### src/rtl/baud_gen_frac.sv
// Fractional-N baud / oversample tick generator.
// A phase accumulator advances by incActive each enabled cycle. Its carry is the
// oversample tick. An oversample counter divides that tick down to the baud tick
// and to the mid-bit sample point.
//
// Strobe semantics: IncLoad and Resync are single-cycle strobes. They are sampled
// on the rising Clock edge, need no acknowledge and are never back-pressured.
// Pending stays high from the IncLoad edge until the edge where the value is
// moved into incActive.
module baud_gen_frac #(
    parameter int ACC_WIDTH   = 16,
    parameter int OVERSAMPLE  = 16,
    parameter int DEFAULT_INC = 1208,
    parameter int PH_W        = $clog2(OVERSAMPLE)
) (
    input  logic                 Clock,
    input  logic                 Reset_n,
    input  logic                 Enable,
    input  logic [ACC_WIDTH-1:0] Increment,
    input  logic                 IncLoad,
    input  logic                 Resync,
    output logic                 OversampleTick,
    output logic                 BaudTick,
    output logic                 MidTick,
    output logic [PH_W-1:0]      Phase,
    output logic                 Pending
);

    localparam logic [PH_W-1:0]      CNT_LAST    = PH_W'(OVERSAMPLE - 1);
    // The mid tick fires on the carry that moves the counter into OVERSAMPLE/2.
    localparam logic [PH_W-1:0]      CNT_PRE_MID = PH_W'(OVERSAMPLE / 2 - 1);
    localparam logic [ACC_WIDTH-1:0] INC_RESET   = ACC_WIDTH'(DEFAULT_INC);

    logic [ACC_WIDTH-1:0] acc;
    logic [ACC_WIDTH-1:0] incActive;
    logic [ACC_WIDTH-1:0] incPend;
    logic [PH_W-1:0]      cnt;
    logic [ACC_WIDTH:0]   sum;
    logic                 carry;
    logic                 cntWrap;
    logic                 applyNow;

    // Accumulator sum and the points at which a pending increment may be applied.
    // Applying only at a baud boundary, while stopped, or on resync keeps rate
    // changes glitch-free. The current baud period always finishes at the old rate.
    always_comb begin
        sum      = {1'b0, acc} + {1'b0, incActive};
        carry    = sum[ACC_WIDTH];
        cntWrap  = (cnt == CNT_LAST);
        applyNow = Resync | ~Enable | (carry & cntWrap);
    end

    assign Phase = cnt;

    // Phase accumulator, oversample counter and registered one-cycle tick pulses.
    always_ff @(posedge Clock or negedge Reset_n) begin
        if (!Reset_n) begin
            acc            <= '0;
            cnt            <= '0;
            OversampleTick <= 1'b0;
            BaudTick       <= 1'b0;
            MidTick        <= 1'b0;
        end else if (Resync) begin
            acc            <= '0;
            cnt            <= '0;
            OversampleTick <= 1'b0;
            BaudTick       <= 1'b0;
            MidTick        <= 1'b0;
        end else if (Enable) begin
            acc            <= sum[ACC_WIDTH-1:0];
            OversampleTick <= carry;
            BaudTick       <= carry & cntWrap;
            MidTick        <= carry & (cnt == CNT_PRE_MID);
            if (carry) begin
                cnt <= cntWrap ? '0 : cnt + PH_W'(1);
            end
        end else begin
            OversampleTick <= 1'b0;
            BaudTick       <= 1'b0;
            MidTick        <= 1'b0;
        end
    end

    // Rate registers: a newly loaded value becomes pending, and is applied at the next apply point.
    // On a same-edge load plus apply, the old pending value moves to active and the new value stays pending.
    always_ff @(posedge Clock or negedge Reset_n) begin
        if (!Reset_n) begin
            incActive <= INC_RESET;
            incPend   <= '0;
            Pending   <= 1'b0;
        end else begin
            if (applyNow && Pending) begin
                incActive <= incPend;
            end
            if (IncLoad) begin
                incPend <= Increment;
                Pending <= 1'b1;
            end else if (applyNow) begin
                Pending <= 1'b0;
            end
        end
    end

endmodule

### config.mk
export PLATFORM = sky130hd
export DESIGN_NAME = baud_gen_frac
export DESIGN_NICKNAME = d
export VERILOG_FILES = /design/src/rtl/baud_gen_frac.sv
export SDC_FILE = /design/constraint.sdc
export NUM_CORES = 1
export LEC_CHECK = 0
export CAP_MARGIN = 10
export CORE_MARGIN = 2
export CORE_UTILIZATION = 25
export CTS_CLUSTER_DIAMETER = 150
export DETAILED_ROUTE_END_ITERATION = 10
export PLACE_DENSITY = 0.43
export SETUP_SLACK_MARGIN = 0.1
export SYNTH_ARGS = -nofsm -noshare
export SYNTH_HDL_FRONTEND = slang
export SYNTH_SLANG_ARGS = --single-unit
### constraint.sdc
create_clock -name Clock -period 6 [get_ports Clock]
set_clock_uncertainty 0.15 [all_clocks]
set_input_delay 1.2 -clock Clock [delete_from_list [all_inputs] [get_ports Clock]]
set_output_delay 1.2 -clock Clock [all_outputs]
set_load 0.05 [all_outputs]
run_1/port_trees.png
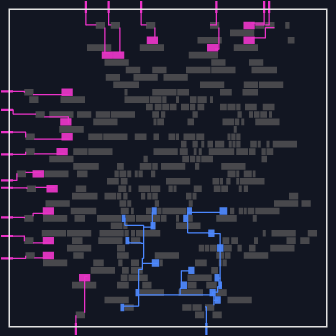
- Increment: magenta (direction input; edge 9 left, 6 top, 1 bottom; end cells 16; buffers 16; wire 251 µm)
- Resync: blue (direction input; edge bottom; end cells 18; buffers 1; wire 178 µm)
IO Port Bufs: 28
IO Pins: 29

run_1/layers.png
Scale bar: 20 µm.
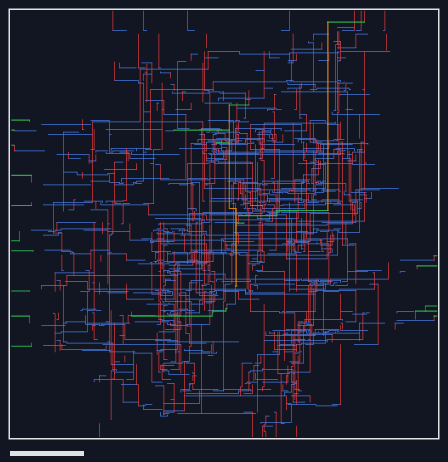
- M3: green (wire length 147 µm)
- M1: blue (wire length 3,600 µm)
- M4: orange (wire length 102 µm)
- M2: red (wire length 3,050 µm)
total track usage: 0.115
Total Wirelength: 6890 µm
WL/cell: 14.6 µm
via count: 2,175

==> qor.yml, run 1 <==
worstPathCellList: "clkdlybuf4s50_1, nand2b_1, o21ai_0, a31oi_4, mux2_2"
fmax_mhz: 252
ys_cells: 277
cp.required_ns: 6.03
power_leakage_nw: 1.58
status: "finished clean"
setup_tns_ns: 0
nWellTaps: 168
nets: 343
n_all_inverters: 3
setup_ws_ns: 2.04
cts.sinks: 56
path_class: "input pin to flop"
floorplanUtilization: 0.258
synthCells: 277
placed_cell_area_mm2: 0.00358
hold_start: "acc[9]"
lay_top_cells: "51 x dfrtp_1, 27 x clkdlybuf4s50_1, 24 x mux2_2"
top_area_frac: 0.408
crit_path_start_kind: "input pin"
switching_share: 0.363
run_1/ff_map.png
Scale bar: 20 µm. Other sequential cells in the stronger grey, the rest of the logic in the fainter grey.
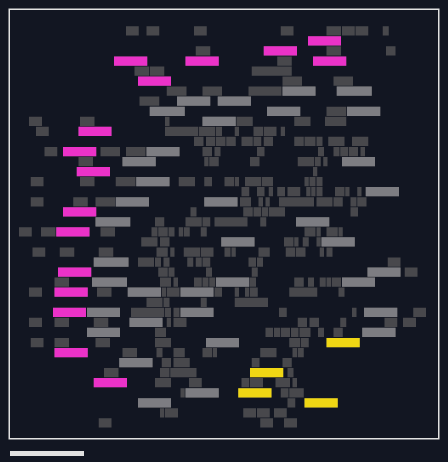
- incPend: magenta (sequential cells 16)
- Phase: yellow (sequential cells 4)
- not coloured: 36
register area: 0.00141 mm²
Seq power: 523 µW
flop share of the area: 0.377
Final Util: 0.309

run_1/sizing.png
Scale bar: 20 µm.
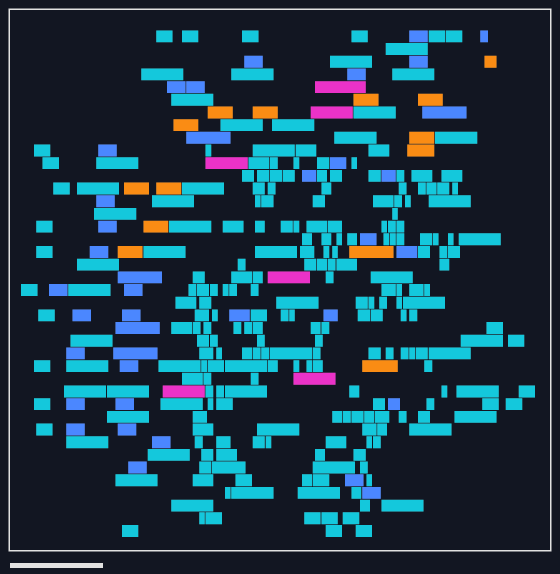
- x3 and x4: orange (cells 14; most used mux2_4)
- x2: blue (cells 38; most used mux2_2)
- x1 and smaller: cyan (cells 247; most used dfrtp_1)
- x6 and larger: magenta (cells 6; most used clkbuf_16)

## run 1: registers in the layout, indices dropped and copies added (netlist names)
signal	flops
BaudTick	1
MidTick	1
OversampleTick	1
Pending	1
Phase	4
acc	16
incActive	16
incPend	16
## run 1: per-layer routing
layer | vias to the layer above | track usage | wire (µm)
met4 | 0 | 0.0381 | 101
met1 | 1063 | 0.164 | 3600
li1 | 1079 | - | -
met5 | - | 0 | 0
met2 | 27 | 0.178 | 3050
met3 | 6 | 0.0188 | 147
## run 1: synthesized netlist by cell type, types with 2 or more instances
cell	number
nand2b_1	6
or3_1	3
ha_1	17
a21oi_1	20
nand2_1	18
mux2i_1	5
and3_1	5
a21o_1	4
nand3_1	7
o21bai_1	5
nor2_1	13
nor3_1	4
xnor2_1	2
xor2_1	2
dfstp_2	5
nor2b_1	4
a211oi_1	4
mux2_4	10
dfrtp_1	51
o21a_1	3
o31a_1	2
a21boi_0	4
mux2_2	24
nand4_1	3
o21ai_0	12
clkbuf_1	7
o211ai_1	3
o31ai_1	6
inv_1	3
## run 1: cell families (layout without fill, tap and decap cells)
kind of cell	count (synthesis)	after routing	synth area share
AND-OR/OR-AND	77	77	0.179
AND/OR/NAND/NOR	71	71	0.118
flip-flops	56	56	0.450
multiplexers	39	39	0.151
adder cells (fa/ha/maj)	18	18	0.0745
buffers and inverters	12	40	0.0172
XOR/XNOR	4	4	0.0112
## run 1: how the worst max path moves through the flow
| stage | slack (ns) | to | start | depth (start not counted) |
|---|---|---|---|---|
| final | 2.04 | incActive[1] | Resync | 5 |
| after global routing | 1.77 | incActive[1] | Resync | 5 |
| after CTS | 1.92 | incActive[1] | Resync | 5 |
| after floorplan | 3.18 | incActive[11] | Resync | 6 |
| after global placement | 1.74 | incActive[1] | Resync | 5 |
| after detailed placement | 1.60 | incActive[1] | Resync | 5 |
==> run 1 -> run 2 <==
PLACE_DENSITY = 0.45   (was 0.43)
clock period = 3.2 ns   (was 6 ns; I/O delays follow)
run_2/clock_nets.png
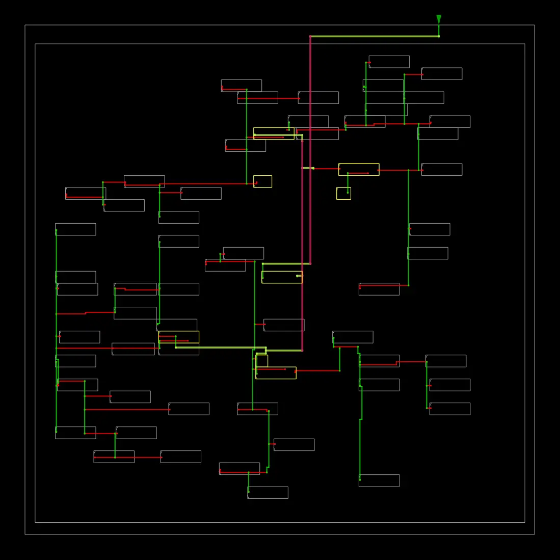
clock buffers: 5
clock latency on the worst-skew pair: 0.30 ns
flip-flops: 56

run_2/ff_map.png
Scale bar: 20 µm. Other sequential cells in the stronger grey, the rest of the logic in the fainter grey.
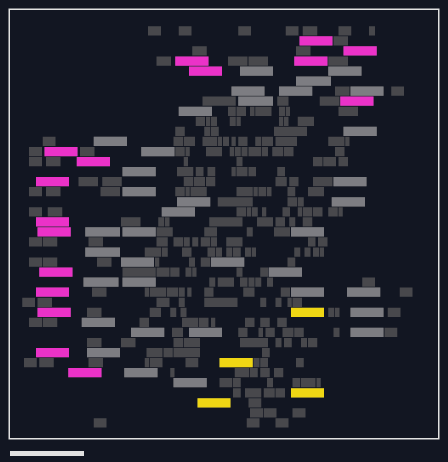
- Phase: yellow (sequential cells 4; where bottom middle)
- incPend: magenta (sequential cells 16; where spread over the die)
- not coloured: 36
Final Util: 0.313
Seq power: 976 µW
flop share of the area: 0.371

run_2/sizing.png
Scale bar: 20 µm.
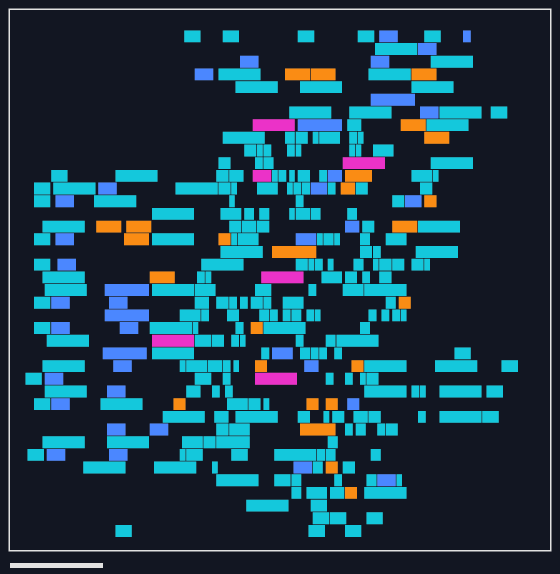
- x3 and x4: orange (cells 25)
- x2: blue (cells 38; most used mux2_2)
- x6 and larger: magenta (cells 6; most used clkbuf_16)
- x1 and smaller: cyan (cells 245; most used dfrtp_1)
final worst slack: 0.682 ns
count of plain and timing-repair buffers: 38
Finished Cell Area: 0.00380 mm²

==> qor.yml, run 2 <==
status: "finished clean"
detail_route.wl_per_cell_um: 14.7  # +0.52%
top_area_frac: 0.408  # unchanged
ys_sh_adder: 0.0745  # unchanged
port-buffer-count: 28  # unchanged
ys_sh_xor: 0.0112  # unchanged
synthCells: 277  # unchanged
met1_length_um: 3510  # -2.3%
floorplanUtilization: 0.258  # unchanged
fmax_mhz: 397
nets: 352  # +2.6%
topCombFamilyByArea: "AND-OR/OR-AND gates"
track_usage: 0.113  # -0.00235
path_class: "flop to flop"
simple_gate_share: 0.118  # unchanged
reg.largest.list: "acc x16, incActive x16, incPend x16"
lay_top_cells: "51 x dfrtp_1, 27 x clkdlybuf4s50_1, 24 x mux2_2"
cts.sinks: 56  # unchanged
io_pins: 29  # unchanged
crit_start: "acc[0]"
crit_path_start_kind: "flop"
run 2: cell count changes in the layout (fill, tap and decap cells not counted):
| cell | before | now |
|---|---|---|
| clkinvlp_4 | 0 | 1 |
| clkbuf_1 | 2 | 0 |
| inv_8 | 0 | 1 |
| bufinv_16 | 1 | 0 |
| buf_4 | 1 | 10 |
| clkinv_4 | 0 | 1 |
run 2: path summary, 6_finish.rpt:
check / end / slack (ns) / cells after the start
max in group asynchronous: incActive[3] / 2.13 / 2
min in group Clock: acc[12] / 0.34 / 2
worst min-delay path: acc[15] / 0.1 / 1
worst max register to register: incActive[15] / 0.68 / 8
worst max-delay path: incActive[15] / 0.68 / 8
worst min register to register: acc[12] / 0.34 / 2
run 2: layout make-up:
type | instances | area [µm²] | area share
inverters | 3 | 11.3 | 0.00297
flip-flops and latches | 56 | 1410 | 0.371
multi-input cells | 209 | 1660 | 0.438
repair buffers | 38 | 350 | 0.0923
clock buffers | 5 | 125 | 0.0330
well taps | 168 | 210 | 0.0554
clock inverters | 3 | 27.5 | 0.00725
run 2: where the power goes:
part	leakage (nW)	internal, mW	total (mW)	switching (mW)
logic	0.859	0.506	1.13	0.624
clock network	0.0719	0.298	0.581	0.283
registers	0.689	0.871	0.976	0.105
run 2: per-layer routing:
layer | track usage | vias up
met2 | 0.174 | 36
met3 | 0.0214 | 6
met5 | 0 | -
li1 | - | 1099
met1 | 0.160 | 1047
met4 | 0.0357 | 0
run 2: worst max-delay path, stage by stage (launching register included):
cell and delay, ns:
dfrtp_1 0.38, ha_1 0.24, fa_1 0.41, nand3_1 0.15
a211oi_2 0.11, o21ai_2 0.28, a31oi_4 0.15, buf_4 0.21
mux2_4 0.30
==> run 2 -> run 3 <==
PLACE_DENSITY = 0.43   (was 0.45)
clock period = 2.49 ns   (was 3.2 ns; I/O delays follow)
run_3/port_trees.png
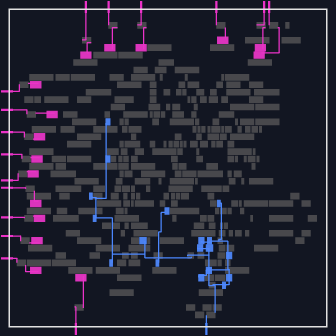
- Increment: magenta (direction input; edge 9 left, 6 top, 1 bottom; end cells 16; buffers 16; wire 202 µm)
- Resync: blue (direction input; edge bottom; end cells 18; buffers 3; wire 224 µm)

run_3/sizing.png
Scale bar: 20 µm.
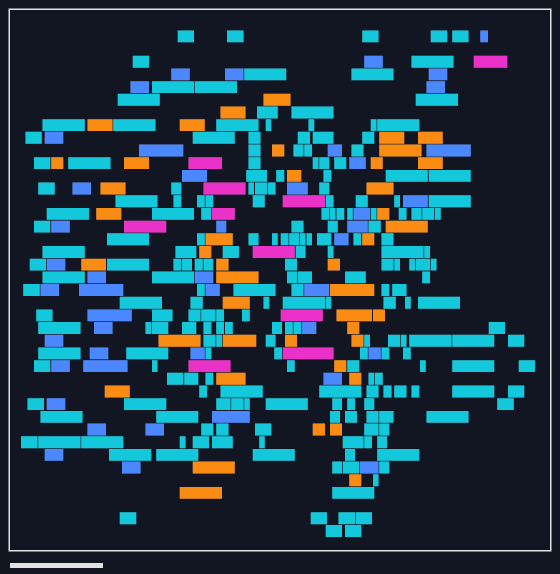
- x1 and smaller: cyan (cells 226; most used dfrtp_1)
- x2: blue (cells 45; most used mux2_2)
- x6 and larger: magenta (cells 10; most used clkbuf_16)
- x3 and x4: orange (cells 43; most used buf_4)

run_3/layers.png
Scale bar: 20 µm.
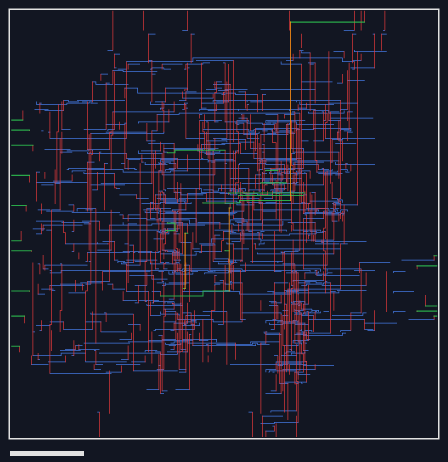
- M1: blue (wire length 3,600 µm)
- M2: red (wire length 3,390 µm)
- M3: green (wire length 193 µm)
- M4: orange (wire length 85.7 µm)

==> qor.yml, run 3 <==
clk_latency_ns: 0.29  # about the same
reg2reg_to: "incActive[15]"
floorplanUtilization: 0.258  # unchanged
switching_share: 0.362  # -0.0146
status: "finished clean"
seq-power_mw: 1.29  # +32%
drtIter0Drc: 73
clk-power_uw: 845  # +45%
grt_use_met3: 0.0173  # -0.00418
seq_power_share: 0.330  # -0.033
grt_busiest_layer: "met2"
yosysTopAreaCell: "dfrtp_1"
power-top-group: "combinational logic"
remaining_drc_errors: 0
top_area_frac: 0.408  # unchanged
relSlewSlack: 0.575
regArea_mm2: 0.00141  # unchanged
grt_use_met1: 0.156  # -0.00419
internal-power_mw: 2.49  # +49%
fmax_mhz: 427  # +7.5%
cts.sinks: 56  # unchanged
pwr-share-comb: 0.454  # +0.033
rr_worst_depth: 7  # -1
design_area_mm2: 0.00410  # +8.0%
p_sw_mw: 1.41  # +40%
comb_cell_power_mw: 1.77  # +57%
grt_use_met2: 0.185  # +0.0109
synthCells: 277  # unchanged
io_pins: 29  # unchanged
logic_area_mm2: 0.00183  # +9.7%
path_class: "flop to flop"
syn2layout_area_growth_pct: 31.2
lay_top_cells: "51 x dfrtp_1, 27 x clkdlybuf4s50_1, 23 x mux2_2"
track_usage: 0.113  # +0.000123
detail_route.wl_per_cell_um: 14.8  # +0.94%
nets: 362  # +2.8%
met1_length_um: 3600  # +2.5%
## run 3: cell count changes in the layout (fill, tap and decap cells not counted), moves of 3 or more
cell / before / now
ha_1: 17 / 8
buf_4: 10 / 17
ha_4: 0 / 6
a21oi_1: 20 / 16
ha_2: 0 / 3
## run 3: cells by family after synthesis
family | count (synthesis) | synth area share
compound gates | 77 | 0.179
xor+xnor | 4 | 0.0112
fa+ha+maj | 18 | 0.0745
buf+inv | 12 | 0.0172
mux | 39 | 0.151
flops | 56 | 0.450
simple gates | 71 | 0.118
## run 3: how the worst max path moves through the flow
stage                  startpoint             to  slack, ns  depth (start not counted)
floorplan           incActive[10]  incActive[11]       0.12                          8
global placement           Resync   incActive[0]       0.07                          6
detailed placement         Resync   incActive[1]       0.08                          6
CTS                        acc[0]   incActive[0]       0.08                          8
global route               acc[0]  incActive[15]       0.05                          8
finish              incActive[13]  incActive[15]       0.15                          7
## run 3: layout make-up
cell class                 count  share of cell area
clock inverter                 2             0.00946
sequential                    56               0.343
inverter                       3             0.00275
timing repair buffer          48               0.114
clock buffer                   6              0.0339
tap                          168              0.0513
multi-input combinational    209               0.445
## run 3: critical path, cell delays in order (launching register included)
cell,delay (ns)
dfrtp_1,0.41
ha_1,0.38
o21ai_0,0.15
a21oi_2,0.20
a221oi_4,0.09
a31oi_4,0.34
clkbuf_16,0.22
mux2_4,0.29
## run 3: stage by stage
step                utilization  setup WS (ns)  instances  hold WS (ns)
global route              0.339         0.0505        492        0.0767
floorplan                     -          0.120        277        0.0524
global placement          0.308         0.0735        482         0.322
CTS                       0.323         0.0802        490        0.0690
detailed placement        0.308         0.0798        482         0.330
finish                    0.339          0.148        492        0.0509
No activity file was given, so power comes from the tool's default toggle rates.
